File: src/rtl/conv_result_writer.sv
// Result-tile writer: buffers up to two PARA_X x PARA_Y float16 tiles and drains them
// one element per cycle onto a valid/ready write port. Optional ReLU: define CONV_RELU_EN.
module conv_result_writer #(
  parameter int unsigned PARA_X     = 3,
  parameter int unsigned PARA_Y     = 3,
  parameter int unsigned DATA_WIDTH = 16,
  parameter int unsigned ADDR_WIDTH = 16
) (
  input  logic                                clk,
  input  logic                                rst,
  input  logic                                tile_valid,
  input  logic [PARA_X*PARA_Y*DATA_WIDTH-1:0] tile_data,
  input  logic [ADDR_WIDTH-1:0]               tile_base,
  input  logic [ADDR_WIDTH-1:0]               row_stride,
  output logic                                wr_valid,
  input  logic                                wr_ready,
  output logic [ADDR_WIDTH-1:0]               wr_addr,
  output logic [DATA_WIDTH-1:0]               wr_data,
  output logic                                tile_done,
  output logic                                busy,
  output logic                                overflow
);

  localparam int unsigned NE = PARA_X * PARA_Y;
  localparam int unsigned TW = NE * DATA_WIDTH;
  localparam int unsigned EW = (NE > 1) ? $clog2(NE) : 1;
  localparam int unsigned YW = (PARA_Y > 1) ? $clog2(PARA_Y) : 1;

  typedef enum logic {IDLE, SEND} state_t;

  state_t                state_q, state_d;
  logic [TW-1:0]         data_q   [2];
  logic [ADDR_WIDTH-1:0] base_q   [2];
  logic [ADDR_WIDTH-1:0] stride_q [2];
  logic                  wr_ptr_q, rd_ptr_q;
  logic [1:0]            count_q, count_d;
  logic [EW-1:0]         e_q, e_d;
  logic [YW-1:0]         y_q, y_d;
  logic [ADDR_WIDTH-1:0] row_base_q, row_base_d;
  logic                  tile_done_q, overflow_q;
  logic                  fire, last, pop, push;
  logic [DATA_WIDTH-1:0] elem;

  always_comb begin
    fire = (state_q == SEND) && wr_ready;
    last = (e_q == EW'(NE - 1));
    pop  = fire && last;
    push = tile_valid && ((count_q != 2'd2) || pop);
  end

  always_comb begin
    count_d = count_q;
    unique case ({push, pop})
      2'b10:   count_d = count_q + 2'd1;
      2'b01:   count_d = count_q - 2'd1;
      default: count_d = count_q;
    endcase
  end

  // row_base tracks tile_base + x*row_stride; when a tile finishes, the next head
  // is either already queued (count==2) or the tile being pushed this very cycle.
  always_comb begin
    state_d    = state_q;
    e_d        = e_q;
    y_d        = y_q;
    row_base_d = row_base_q;
    unique case (state_q)
      IDLE: begin
        if (count_q != 2'd0) begin
          state_d    = SEND;
          row_base_d = base_q[rd_ptr_q];
          e_d        = '0;
          y_d        = '0;
        end else if (push) begin
          state_d    = SEND;
          row_base_d = tile_base;
          e_d        = '0;
          y_d        = '0;
        end
      end
      SEND: begin
        if (fire) begin
          if (last) begin
            e_d = '0;
            y_d = '0;
            if (count_q == 2'd2) begin
              row_base_d = base_q[~rd_ptr_q];
            end else if (push) begin
              row_base_d = tile_base;
            end else begin
              state_d = IDLE;
            end
          end else begin
            e_d = e_q + EW'(1);
            if (y_q == YW'(PARA_Y - 1)) begin
              y_d        = '0;
              row_base_d = row_base_q + stride_q[rd_ptr_q];
            end else begin
              y_d = y_q + YW'(1);
            end
          end
        end
      end
      default: state_d = IDLE;
    endcase
  end

  always_ff @(posedge clk or negedge rst) begin
    if (!rst) begin
      state_q     <= IDLE;
      e_q         <= '0;
      y_q         <= '0;
      row_base_q  <= '0;
      count_q     <= '0;
      wr_ptr_q    <= 1'b0;
      rd_ptr_q    <= 1'b0;
      tile_done_q <= 1'b0;
      overflow_q  <= 1'b0;
      for (int unsigned i = 0; i < 2; i++) begin
        data_q[i]   <= '0;
        base_q[i]   <= '0;
        stride_q[i] <= '0;
      end
    end else begin
      state_q     <= state_d;
      e_q         <= e_d;
      y_q         <= y_d;
      row_base_q  <= row_base_d;
      count_q     <= count_d;
      tile_done_q <= pop;
      if (tile_valid && !push) overflow_q <= 1'b1;
      if (push) begin
        data_q[wr_ptr_q]   <= tile_data;
        base_q[wr_ptr_q]   <= tile_base;
        stride_q[wr_ptr_q] <= row_stride;
        wr_ptr_q           <= ~wr_ptr_q;
      end
      if (pop) rd_ptr_q <= ~rd_ptr_q;
    end
  end

  always_comb begin
    elem = data_q[rd_ptr_q][DATA_WIDTH*int'(e_q) +: DATA_WIDTH];
`ifdef CONV_RELU_EN
    wr_data = elem[DATA_WIDTH-1] ? '0 : elem;
`else
    wr_data = elem;
`endif
  end

  assign wr_valid  = (state_q == SEND);
  assign wr_addr   = row_base_q + ADDR_WIDTH'(y_q);
  assign tile_done = tile_done_q;
  assign busy      = (count_q != 2'd0);
  assign overflow  = overflow_q;

endmodule
File: config.mk
export PLATFORM = sky130hd
export DESIGN_NAME = conv_result_writer
export DESIGN_NICKNAME = d
export VERILOG_FILES = /design/src/rtl/conv_result_writer.sv
export SDC_FILE = /design/constraint.sdc
export NUM_CORES = 1
export LEC_CHECK = 0
export CAP_MARGIN = 20
export CORE_MARGIN = 2
export CORE_UTILIZATION = 43
export DETAILED_ROUTE_END_ITERATION = 6
export HOLD_SLACK_MARGIN = 0.1
export PLACE_DENSITY = 0.69
export SYNTH_ARGS = -nofsm -noshare
export SYNTH_HDL_FRONTEND = slang
export SYNTH_SLANG_ARGS = --single-unit
File: constraint.sdc
create_clock -name clk -period 6 [get_ports clk]
set_clock_uncertainty 0.2 [all_clocks]
set_input_delay 1.2 -clock clk [delete_from_list [all_inputs] [get_ports clk]]
set_output_delay 1.2 -clock clk [all_outputs]
set_load 0.01 [all_outputs]
### Met1 routing, run 1

Bar = 50 um.
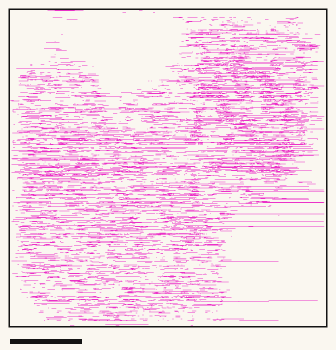
The layer holds 41% of the routed length. The wires run mostly horizontal. 1660 nets have wire on it.
met1 track utilization from global routing: 0.275
routed wire length: 51500 um
routed via count: 12.4k

### Pin placement, run 1

Bar = 50 um. Pins as bars across the die edge, other pins in gray.
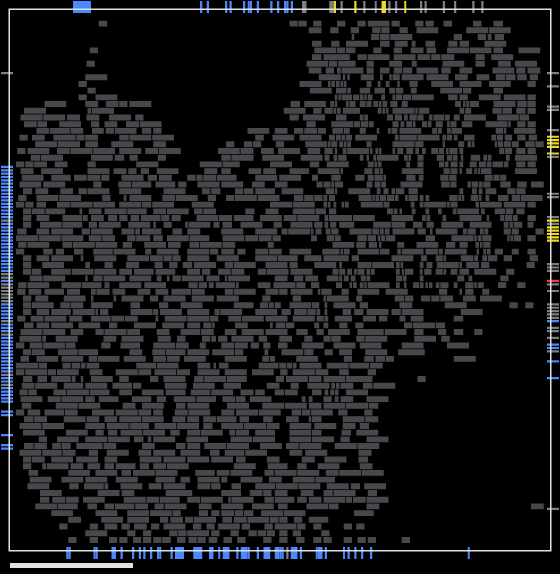
Blue shows `tile_data`, pins 144, direction input, edge 63 left, 55 bottom, 21 top, 5 right. Yellow shows `wr_addr`, pins 16, direction output, edge 11 right, 5 top. Red shows `busy`, pins 1, direction output, edge right.
All pins by edge: 77 left, 56 bottom, 42 right, 41 top.
IO buf count: 215
overall die width: 219 um

### Close-up of the layout, run 1

Bar = 20 um. Region (85, 128) to (135, 178) um. Cells in gray, sequential cells in the stronger gray; small squares are vias.
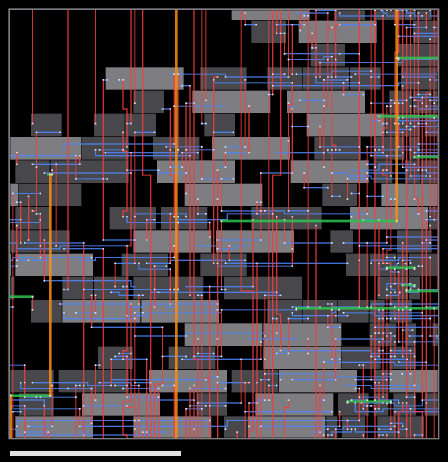
Red shows met2. Orange shows met4. Blue shows met1. Green shows met3.
Sequential cells in the window: 28. Netlist names of flops here include `data_q` (16), `base_q` (4), `e_q` (3). 106 logic cells have their middle in the window. Most frequent: dfrtp_1 (27), mux2_4 (12), clkdlybuf4s50_1 (7).

### Where the registers sit, run 1

Bar = 50 um.
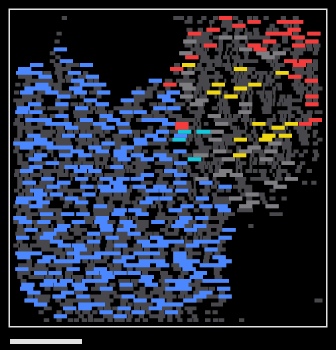
Blue shows `data_q`, flops 288. Red shows `stride_q`, flops 32. Cyan shows `e_q`, flops 4, where middle. Yellow shows `row_base_q`, flops 16.
final core area utilization: 0.525
power of the sequential group: 4790 uW

==> impl_metrics.xml, run 1 <==
<?xml version="1.0" encoding="UTF-8"?>
<metrics>
  <group name="floorplanning">
    <metric name="initial_utilization" unit="">0.437</metric>
    <metric name="rows" unit="">78</metric>
    <metric name="boundaryPins" unit="">216</metric>
    <metric name="fp.dieArea" unit="um^2">48000</metric>
    <metric name="tapCellCount" unit="">600</metric>
    <metric name="placeableCoreArea" unit="um^2">45500</metric>
  </group>
  <group name="timing">
    <metric name="timing.final.max_slew_violations" unit="">0</metric>
    <metric name="clock.fmax" unit="MHz">199</metric>
    <metric name="final_min_period_over_clock_period" unit="">0.839</metric>
    <metric name="rsz0062_at_grt" unit="">no</metric>
    <metric name="relative_max_transition_margin" unit="">0.339</metric>
    <metric name="setup_viol_count_final" unit="">0</metric>
    <metric name="tightest_slew" unit="ps">991</metric>
    <metric name="totalNegativeSetupSlack" unit="ps">0</metric>
    <metric name="hold_violations" unit="">0</metric>
    <metric name="finalWorstPathRequiredPeriod" unit="ps">5030</metric>
  </group>
  <group name="drt">
    <metric name="route.detailed.vias_per_inst" unit="">5.61</metric>
    <metric name="drt_first_pass_iters" unit="">5</metric>
    <metric name="detail_route.iter0.violations" unit="">872</metric>
    <metric name="route.detailed.drc" unit="">0</metric>
    <metric name="wl_per_cell" unit="um">23.3</metric>
    <metric name="antenna_violating_nets_post_route" unit="">0</metric>
  </group>
  <group name="power">
    <metric name="totalPowerFinal" unit="uW">14500</metric>
    <metric name="switching_share" unit="">0.348</metric>
    <metric name="max-vdd-ir-drop" unit="uV">291</metric>
    <metric name="sequentialPowerShare" unit="">0.330</metric>
    <metric name="internal_power" unit="uW">9480</metric>
    <metric name="switching_power" unit="uW">5060</metric>
    <metric name="combPwrFrac" unit="">0.488</metric>
    <metric name="clock_power_share" unit="">0.183</metric>
    <metric name="power.density" unit="nW/um^2">609</metric>
    <metric name="p_leak" unit="uW">0.0103</metric>
  </group>
  <group name="critical_path">
    <metric name="timing.critical_path.max_delay_family" unit="">buffers and inverters</metric>
    <metric name="cp_max_fo" unit="">51</metric>
    <metric name="timing.critical_path.required" unit="ps">4600</metric>
    <metric name="slowest_stage" unit="">sky130_fd_sc_hd__buf_4</metric>
    <metric name="critPathMostFrequentCell" unit="">sky130_fd_sc_hd__mux4_2</metric>
    <metric name="cp_data_arrival_time" unit="ps">3630</metric>
    <metric name="critical-path-max-stage-delay" unit="ps">700</metric>
    <metric name="crit_path_start_kind" unit="">register</metric>
    <metric name="worstPathCellList" unit="">buf_4 &gt; mux4_2 &gt; mux4_2 &gt; inv_1 &gt; o22ai_1 &gt; clkdlybuf4s50_1</metric>
    <metric name="timing.critical_path.to_type" unit="">primary output</metric>
    <metric name="setup.worst_path.class" unit="">register to primary output</metric>
    <metric name="critical_path.n_buffers_inverters" unit="">3</metric>
  </group>
  <group name="global_route">
    <metric name="grt.overflow.total" unit="">0</metric>
    <metric name="grt_max_degree" unit="">116</metric>
    <metric name="antenna_found_initial" unit="">14</metric>
    <metric name="grt_pass1_wl" unit="um">79900</metric>
    <metric name="grt_use_total" unit="">0.219</metric>
    <metric name="first_global_vias" unit="">13400</metric>
  </group>
  <group name="cells_and_area">
    <metric name="seq_area_frac" unit="">0.399</metric>
    <metric name="buffer_area_frac" unit="">0.102</metric>
    <metric name="area_growth" unit="%">20.1</metric>
    <metric name="area.share.combinational" unit="">0.403</metric>
    <metric name="largestClassByArea" unit="">logic gates</metric>
    <metric name="final_net_count" unit="">1778</metric>
    <metric name="ff_count" unit="">381</metric>
    <metric name="logic_area" unit="um^2">9640</metric>
    <metric name="clock_buf_inv_share" unit="">0.0592</metric>
    <metric name="insertedDiodeCount" unit="">5</metric>
    <metric name="num-nonclk-inverters" unit="">27</metric>
    <metric name="layout.area.seq" unit="um^2">9540</metric>
    <metric name="non_clock_buffer_count" unit="">243</metric>
    <metric name="nMultiInputCombCells" unit="">883</metric>
    <metric name="drive_above_1_share" unit="">0.308</metric>
    <metric name="layout.clock_buffers" unit="">53</metric>
    <metric name="layout.filler_cells" unit="">3867</metric>
  </group>
  <group name="synth">
    <metric name="synthSimpleGateAreaFrac" unit="">0.0352</metric>
    <metric name="postSynthCellCount" unit="">1380</metric>
    <metric name="mappedNetlistArea" unit="um^2">19900</metric>
    <metric name="yosys_register_bits" unit="">381</metric>
    <metric name="edff_count_synth" unit="">0</metric>
    <metric name="post_synth_num_cell_types" unit="">64</metric>
    <metric name="syn-mean-instance-area" unit="um^2">14.4</metric>
    <metric name="ys_seq_frac" unit="">0.480</metric>
    <metric name="synth.net_count" unit="">1581</metric>
    <metric name="synth-area-yosys" unit="um^2">19900</metric>
    <metric name="async_flop_share" unit="">1.00</metric>
    <metric name="synth.cellmix.xorXnorShare" unit="">0.0110</metric>
    <metric name="synth_compound_gate_area_share" unit="">0.0616</metric>
    <metric name="logic_family" unit="">multiplexers</metric>
    <metric name="synth.yosys.warnings" unit="">0</metric>
    <metric name="post_synth_fa_ha_maj_area_fraction" unit="">0.0140</metric>
    <metric name="ys.flop_type" unit="">sky130_fd_sc_hd__dfrtp_1</metric>
    <metric name="ys_sh_mux" unit="">0.362</metric>
    <metric name="yosys-stat-cells" unit="">1380</metric>
  </group>
  <group name="clock_network">
    <metric name="clk_latency" unit="ps">570</metric>
    <metric name="cts_tree" unit="">built</metric>
    <metric name="ctsHoldBuffers" unit="">0</metric>
    <metric name="cts_post_setup_buffers_inserted" unit="">0</metric>
    <metric name="cts.htree.levels" unit="">2</metric>
    <metric name="clockBufferDepth" unit="">3</metric>
    <metric name="numCtsBuffers" unit="">41</metric>
    <metric name="clk_transition_reported_paths" unit="ps">60</metric>
    <metric name="clock-sinks" unit="">381</metric>
    <metric name="cts_root_buffer" unit="">sky130_fd_sc_hd__clkbuf_16</metric>
    <metric name="ctsResizeCount" unit="">0</metric>
  </group>
  <group name="job">
    <metric name="log.warning_count" unit="">30</metric>
    <metric name="cap_viol_max_count" unit="">0</metric>
  </group>
  <group name="placed_design">
    <metric name="detailed_place_hpwl" unit="um">35400</metric>
    <metric name="finalWeightedCongestion" unit="">0.862</metric>
  </group>
  <group name="hold_path">
    <metric name="hp-class" unit="">register to register</metric>
  </group>
  <group name="run_status">
    <metric name="status" unit="">finished clean</metric>
  </group>
</metrics>
==> run 1: power groups by stage <==
| stage | logic [uW] | clock network [uW] | registers (uW) |
|---|---|---|---|
| 2_1_floorplan | 5440 | 0 | 4440 |
| 3_3_place_gp | 6980 | 0 | 4730 |
| 3_5_place_dp | 7110 | 0 | 4810 |
| 4_1_cts | 7150 | 2710 | 4790 |
| 5_1_grt | 7630 | 2810 | 4960 |
| 6_report | 7090 | 2660 | 4790 |
==> run 1: path summary, 6_finish.rpt <==
check,start,slack [ps],depth (start not counted),end
max in group asynchronous,rst,3730,2,data_q[46]
min reg2reg,data_q[171],280,1,data_q[171]
max,e_q[0],970,6,wr_data[7]
min in group asynchronous,rst,520,1,base_q[13]
min,data_q[171],280,1,data_q[171]
max reg2reg,e_q[1],1950,9,data_q[9]
==> run 1: flip-flops by register name (all words and copies together) (netlist names) <==
name	flops
wr_valid	1
y_q	2
row_base_q	16
tile_done	1
data_q	288
rd_ptr_q	1
e_q	4
count_q	2
overflow	1
stride_q	32
base_q	32
wr_ptr_q	1
==> run 1: routing by layer <==
layer  global-route usage  routed length (um)
met2                0.373               26100
met4               0.0583                 908
met5                    0                  95
met3               0.0581                3390
met1                0.275               21000
==> run 1: metrics by stage <==
stage | worst slack, ps | utilization | hold slack, ps | instance area, um^2 | std cells
3_5_place_dp | 1550 | 0.494 | 269 | 22500 | 2134
2_1_floorplan | 2380 | - | 252 | 19900 | 1380
3_3_place_gp | 1520 | 0.494 | 262 | 22500 | 2134
5_1_grt | 837 | 0.525 | 295 | 23900 | 2210
6_report | 966 | 0.525 | 279 | 23900 | 2213
4_1_cts | 924 | 0.525 | 284 | 23900 | 2208
==> run 1: layout by cell type (no fill, tap or decap), drive strengths merged, types with 4 or more instances in the layout <==
cell type	netlist	final
mux2	378	378
nor2b	12	12
ha	19	19
xnor2	17	17
inv	26	28
a221oi	7	7
nor2	37	37
clkdlybuf4s50	0	214
xor2	8	8
bufinv	0	5
o211ai	4	4
a211oi	22	22
o22ai	18	18
o32ai	4	4
o21ai	38	38
buf	63	29
diode	0	5
mux4	68	68
nor3	13	13
nand4	5	5
mux2i	63	63
o221ai	6	6
a21o	6	6
a21oi	50	50
a31oi	5	5
nand2	45	45
dfrtp	381	381
nand3	8	8
clkinv	1	13
clkbuf	26	53
nand2b	6	6
==> run 1: Yosys cell counts (all sizes together) (12+ instances only) <==
library cell	number	area share
mux4	68	0.077
xnor2	17	0.0075
nor2b	12	0.0038
clkbuf	26	0.0049
a211oi	22	0.0083
mux2	378	0.25
ha	19	0.012
inv	26	0.0049
buf	63	0.027
o21ai	38	0.010
nor2	37	0.0077
nand2	45	0.0086
mux2i	63	0.032
nor3	13	0.0033
dfrtp	381	0.48
a21oi	50	0.013
o22ai	18	0.0057
==> run 1: cells by family (layout without fill, tap and decap cells) <==
family / Yosys count / in the layout
xor gates and xnor gates: 25 / 25
muxes: 509 / 509
adders and majority gates: 21 / 21
and+or+nand+nor: 142 / 142
DFF: 381 / 381
buffers and inverters: 116 / 344
AOI/OAI and AO/OA: 186 / 186
other: 0 / 5
### Clock nets, run 1

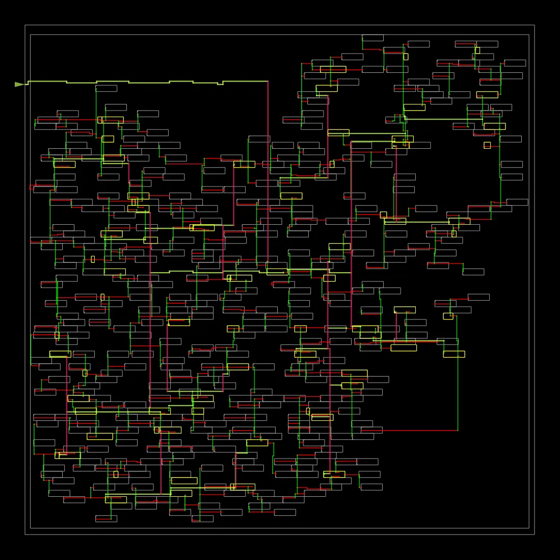

==> run 2: changes to the inputs <==
clock period = 5.3 ns   (was 6 ns; I/O delays follow)
### Clock nets, run 2

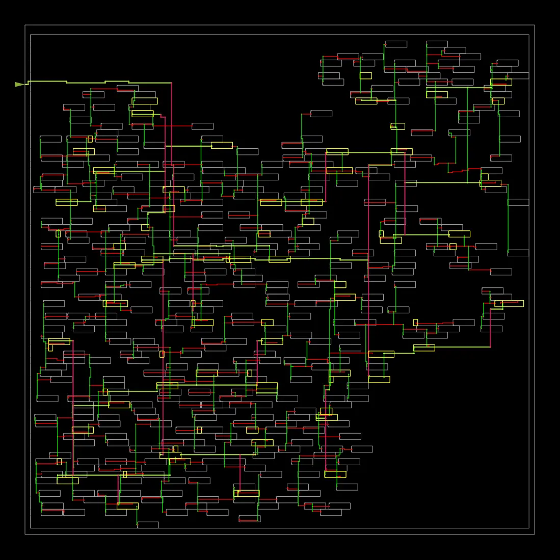
number of clock sinks: 381
total CTS buffers: 42

### Where the registers sit, run 2

Bar = 50 um.
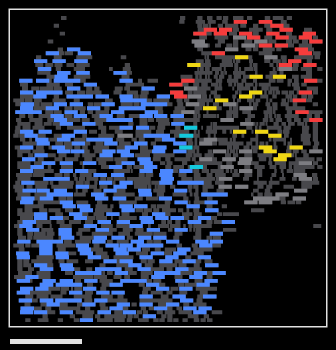
Red shows `stride_q`, flops 32, where top right. Blue shows `data_q`, flops 288. Yellow shows `row_base_q`, flops 16. Cyan shows `e_q`, flops 4, where middle.
area used by sequential logic in the layout: 9540 um^2
final core area utilization: 0.526
power of the sequential group: 5420 uW
share of the final layout cell area in sequential cells: 0.399

==> run 2 against run 1 <==
  * Power rose by 13%
  * Clock-buffer cell count rose by 3
  * Critical path type unchanged
  * Combinational power rose by 14%
  * Register-to-register slack got worse by 770 ps
  * Worst hold slack improved by 1.1 ps
==> impl_metrics.xml, run 2 <==
<?xml version="1.0" encoding="UTF-8"?>
<metrics>
  <group name="timing">
    <metric name="worst_hold_slack" unit="ps">280</metric>
    <metric name="relative_max_transition_margin" unit="">0.367</metric>
    <metric name="totalNegativeSetupSlack" unit="ps">0</metric>
    <metric name="tightest_slew" unit="ps">950</metric>
    <metric name="hold_violations" unit="">0</metric>
    <metric name="setup_viol_count_final" unit="">0</metric>
    <metric name="finalWorstPathRequiredPeriod" unit="ps">4860</metric>
    <metric name="final_min_period_over_clock_period" unit="">0.917</metric>
    <metric name="setup_ws" unit="ps">437</metric>
    <metric name="rsz0062_at_grt" unit="">no</metric>
    <metric name="clock.fmax" unit="MHz">206</metric>
    <metric name="timing.final.max_slew_violations" unit="">0</metric>
  </group>
  <group name="cells_and_area">
    <metric name="top_register" unit="">data_q</metric>
    <metric name="fin_cells" unit="">2215</metric>
    <metric name="largest_reg_flops" unit="">288</metric>
    <metric name="final_net_count" unit="">1777</metric>
    <metric name="drive_above_1_share" unit="">0.311</metric>
    <metric name="most-common-layout-cells" unit="">sky130_fd_sc_hd__dfrtp_1 (379), sky130_fd_sc_hd__clkdlybuf4s50_1 (214), sky130_fd_sc_hd__mux2_4 (208)</metric>
    <metric name="biggestRegsByFlops" unit="">data_q x288, base_q x32, stride_q x32</metric>
    <metric name="layout.filler_cells" unit="">3842</metric>
    <metric name="lay_top_count" unit="">sky130_fd_sc_hd__dfrtp_1</metric>
    <metric name="area_growth" unit="%">20.3</metric>
    <metric name="final_cell_area" unit="um^2">23900</metric>
  </group>
  <group name="critical_path">
    <metric name="cp_max_fo" unit="">33</metric>
    <metric name="worst_flop_to_flop_path_endpoint" unit="">data_q[1]</metric>
    <metric name="cp_data_arrival_time" unit="ps">3600</metric>
    <metric name="timing.critical_path.to_type" unit="">primary output</metric>
    <metric name="worstRegToRegCells" unit="">8</metric>
    <metric name="critical-path-max-stage-delay" unit="ps">950</metric>
    <metric name="startpoint" unit="">e_q[0]</metric>
    <metric name="setup.worst_path.class" unit="">register to primary output</metric>
    <metric name="r2r_start" unit="">e_q[0]</metric>
    <metric name="worstPathCellList" unit="">nand2_1 &gt; o21ai_0 &gt; o22ai_1 &gt; o32ai_1 &gt; clkdlybuf4s50_1</metric>
    <metric name="slowest_stage" unit="">sky130_fd_sc_hd__dfrtp_2</metric>
    <metric name="crit_path_start_kind" unit="">register</metric>
    <metric name="endpoint" unit="">wr_data[2]</metric>
    <metric name="timing.critical_path.required" unit="ps">4040</metric>
    <metric name="setup_slack_reg_to_reg" unit="ps">1180</metric>
  </group>
  <group name="power">
    <metric name="combPwrFrac" unit="">0.490</metric>
    <metric name="switching_power" unit="uW">5760</metric>
    <metric name="switching_share" unit="">0.350</metric>
    <metric name="max-vdd-ir-drop" unit="uV">420</metric>
    <metric name="clock_power_share" unit="">0.181</metric>
    <metric name="p_leak" unit="uW">0.0104</metric>
    <metric name="sequentialPowerShare" unit="">0.329</metric>
    <metric name="internal_power" unit="uW">10700</metric>
    <metric name="power.density" unit="nW/um^2">688</metric>
  </group>
  <group name="drt">
    <metric name="detail_route.iter0.violations" unit="">792</metric>
    <metric name="routed-via-count" unit="">12400</metric>
    <metric name="drt_first_pass_iters" unit="">5</metric>
    <metric name="route.detailed.drc" unit="">0</metric>
    <metric name="detail_route.wirelength" unit="um">50700</metric>
    <metric name="antenna_violating_nets_post_route" unit="">0</metric>
    <metric name="route.detailed.vias_per_inst" unit="">5.58</metric>
    <metric name="wl_per_cell" unit="um">22.9</metric>
  </group>
  <group name="synth">
    <metric name="synth.top_cells.by_area" unit="">sky130_fd_sc_hd__dfrtp_1 (48%), sky130_fd_sc_hd__mux2_4 (16%), sky130_fd_sc_hd__mux4_2 (7.7%), sky130_fd_sc_hd__mux2_2 (6.3%), sky130_fd_sc_hd__mux2_1 (3.3%)</metric>
    <metric name="synth.net_count" unit="">1581</metric>
    <metric name="mappedNetlistArea" unit="um^2">19900</metric>
    <metric name="synthTopCellsByCount" unit="">sky130_fd_sc_hd__dfrtp_1 (381), sky130_fd_sc_hd__mux2_4 (208), sky130_fd_sc_hd__mux2_2 (112), sky130_fd_sc_hd__mux4_2 (68), sky130_fd_sc_hd__mux2i_1 (63)</metric>
    <metric name="edff_count_synth" unit="">0</metric>
    <metric name="async_flop_share" unit="">1.00</metric>
    <metric name="postSynthCellCount" unit="">1380</metric>
    <metric name="synthDominantAreaCellType" unit="">sky130_fd_sc_hd__dfrtp_1</metric>
    <metric name="post-synth-top-count-cell" unit="">sky130_fd_sc_hd__dfrtp_1</metric>
    <metric name="synth-area-yosys" unit="um^2">19900</metric>
    <metric name="ys.flop_type" unit="">sky130_fd_sc_hd__dfrtp_1</metric>
    <metric name="yosys-stat-cells" unit="">1380</metric>
    <metric name="synth.yosys.warnings" unit="">0</metric>
    <metric name="yosys_register_bits" unit="">381</metric>
    <metric name="post_synth_num_cell_types" unit="">64</metric>
    <metric name="ys_seq_frac" unit="">0.480</metric>
    <metric name="syn-mean-instance-area" unit="um^2">14.4</metric>
    <metric name="top_cell_area_share" unit="">0.480</metric>
  </group>
  <group name="clock_network">
    <metric name="ctsResizeCount" unit="">0</metric>
    <metric name="cts_root_buffer" unit="">sky130_fd_sc_hd__clkbuf_16</metric>
    <metric name="clk_transition_reported_paths" unit="ps">60</metric>
    <metric name="clk_latency" unit="ps">570</metric>
    <metric name="clockBufferDepth" unit="">3</metric>
    <metric name="cts_post_setup_buffers_inserted" unit="">0</metric>
    <metric name="cts_tree" unit="">built</metric>
    <metric name="ctsHoldBuffers" unit="">0</metric>
    <metric name="cts.htree.levels" unit="">2</metric>
  </group>
  <group name="floorplanning">
    <metric name="die_width" unit="um">219</metric>
    <metric name="boundaryPins" unit="">216</metric>
    <metric name="rows" unit="">78</metric>
    <metric name="placeableCoreArea" unit="um^2">45500</metric>
    <metric name="initial_utilization" unit="">0.437</metric>
    <metric name="fp.dieArea" unit="um^2">48000</metric>
  </group>
  <group name="global_route">
    <metric name="grt_max_degree" unit="">115</metric>
    <metric name="gr-usage-met1" unit="">0.263</metric>
    <metric name="grt.busiest_layer" unit="">met2</metric>
    <metric name="grt.overflow.total" unit="">0</metric>
    <metric name="grt_pass1_wl" unit="um">78700</metric>
    <metric name="first_global_vias" unit="">13400</metric>
    <metric name="antenna_found_initial" unit="">9</metric>
    <metric name="grt_use_total" unit="">0.214</metric>
    <metric name="met2_usage" unit="">0.372</metric>
    <metric name="met3_usage" unit="">0.0565</metric>
  </group>
  <group name="placed_design">
    <metric name="port_buffers" unit="">215</metric>
    <metric name="detailed_place_hpwl" unit="um">34400</metric>
    <metric name="finalWeightedCongestion" unit="">0.892</metric>
    <metric name="dpl_cell_area" unit="um^2">22500</metric>
    <metric name="preCtsSetupSlack" unit="ps">1060</metric>
    <metric name="numPlacedInstances" unit="">2132</metric>
  </group>
  <group name="job">
    <metric name="log.warning_count" unit="">36</metric>
    <metric name="cap_viol_max_count" unit="">0</metric>
  </group>
  <group name="hold_path">
    <metric name="hp-class" unit="">register to register</metric>
    <metric name="hold-path-cell-count" unit="">1</metric>
  </group>
  <group name="run_status">
    <metric name="status" unit="">finished clean</metric>
  </group>
</metrics>
### Pin placement, run 2

Bar = 50 um. Pins as bars across the die edge, other pins in gray.
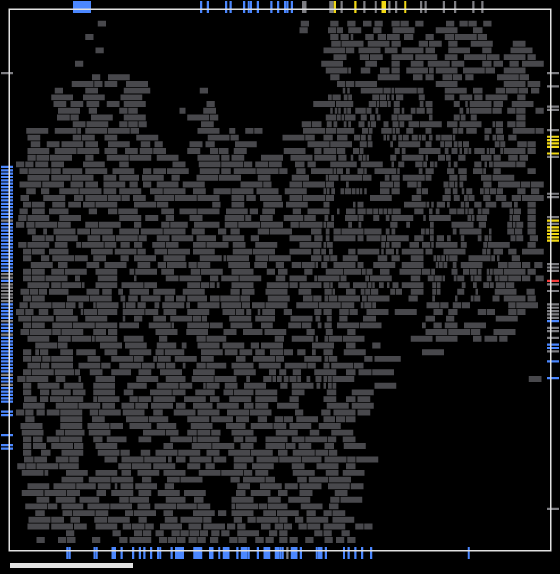
Blue shows `tile_data`, pins 144, direction input, edge 63 left, 55 bottom, 21 top, 5 right. Red shows `busy`, pins 1, direction output, edge right. Yellow shows `wr_addr`, pins 16, direction output, edge 11 right, 5 top.
All pins by edge: 77 left, 56 bottom, 42 right, 41 top.
die span in y: 219 um

[run 2: cell counts after synthesis]
No cell type changed its count.
[run 2: final cells by class]
cell class	instances	area, um^2	share of cell area
multi-input cells	883	9640	0.403
flip-flops and latches	381	9540	0.399
repair buffers	241	2460	0.103
clock buffers	56	1210	0.0507
well taps	600	751	0.0314
clock inverters	22	210	0.00878
inverters	27	101	0.00424
diodes	5	12.5	0.000523
[run 2: worst min-delay path by stage]
stage	from	end	slack (ps)
6_report	overflow	overflow	280
5_1_grt	data_q[166]	data_q[166]	290
4_1_cts	data_q[168]	data_q[168]	280
3_5_place_dp	overflow	overflow	270
3_3_place_gp	data_q[262]	data_q[262]	260
2_1_floorplan	data_q[160]	data_q[160]	250
[run 2: cell families (layout without fill, tap and decap cells)]
family / count (synthesis) / count (layout) / synth area share
AND/OR/NAND/NOR: 142 / 142 / 0.0352
buffers and inverters: 116 / 346 / 0.0366
other: 0 / 5 / 0
XOR/XNOR: 25 / 25 / 0.0110
multiplexers: 509 / 509 / 0.362
flip-flops: 381 / 381 / 0.480
adder cells (fa/ha/maj): 21 / 21 / 0.0140
AND-OR/OR-AND: 186 / 186 / 0.0616
[run 2: per-layer routing]
metal	vias to the layer above	share of wire
li1	5538	-
met1	6452	0.41
met2	300	0.51
met3	67	0.062
met4	12	0.020
met5	-	0.0015
[run 2: power groups by stage]
stage	Sequential (uW)	Combinational [uW]	Clock [uW]
global route	5610	8660	3170
detailed placement	5430	8090	0
floorplan	5020	6160	0
global placement	5370	7950	0
finish	5420	8070	2980
CTS	5420	8140	3050
[run 2: worst max-delay path, delay by kind of cell (launching register included)]
family                 cells  cell delay (ps)
AND-OR/OR-AND              3             1040
flip-flops                 1              950
AND/OR/NAND/NOR            1              380
buffers and inverters      1              640
[run 2: metrics by stage]
stage | power [uW] | util
4_1_cts | 16600 | 0.526
6_report | 16500 | 0.526
3_5_place_dp | 13500 | 0.495
2_1_floorplan | 11200 | -
3_3_place_gp | 13300 | 0.495
5_1_grt | 17400 | 0.526
Power figures rest on the tool's default switching activity, not on a simulated workload.
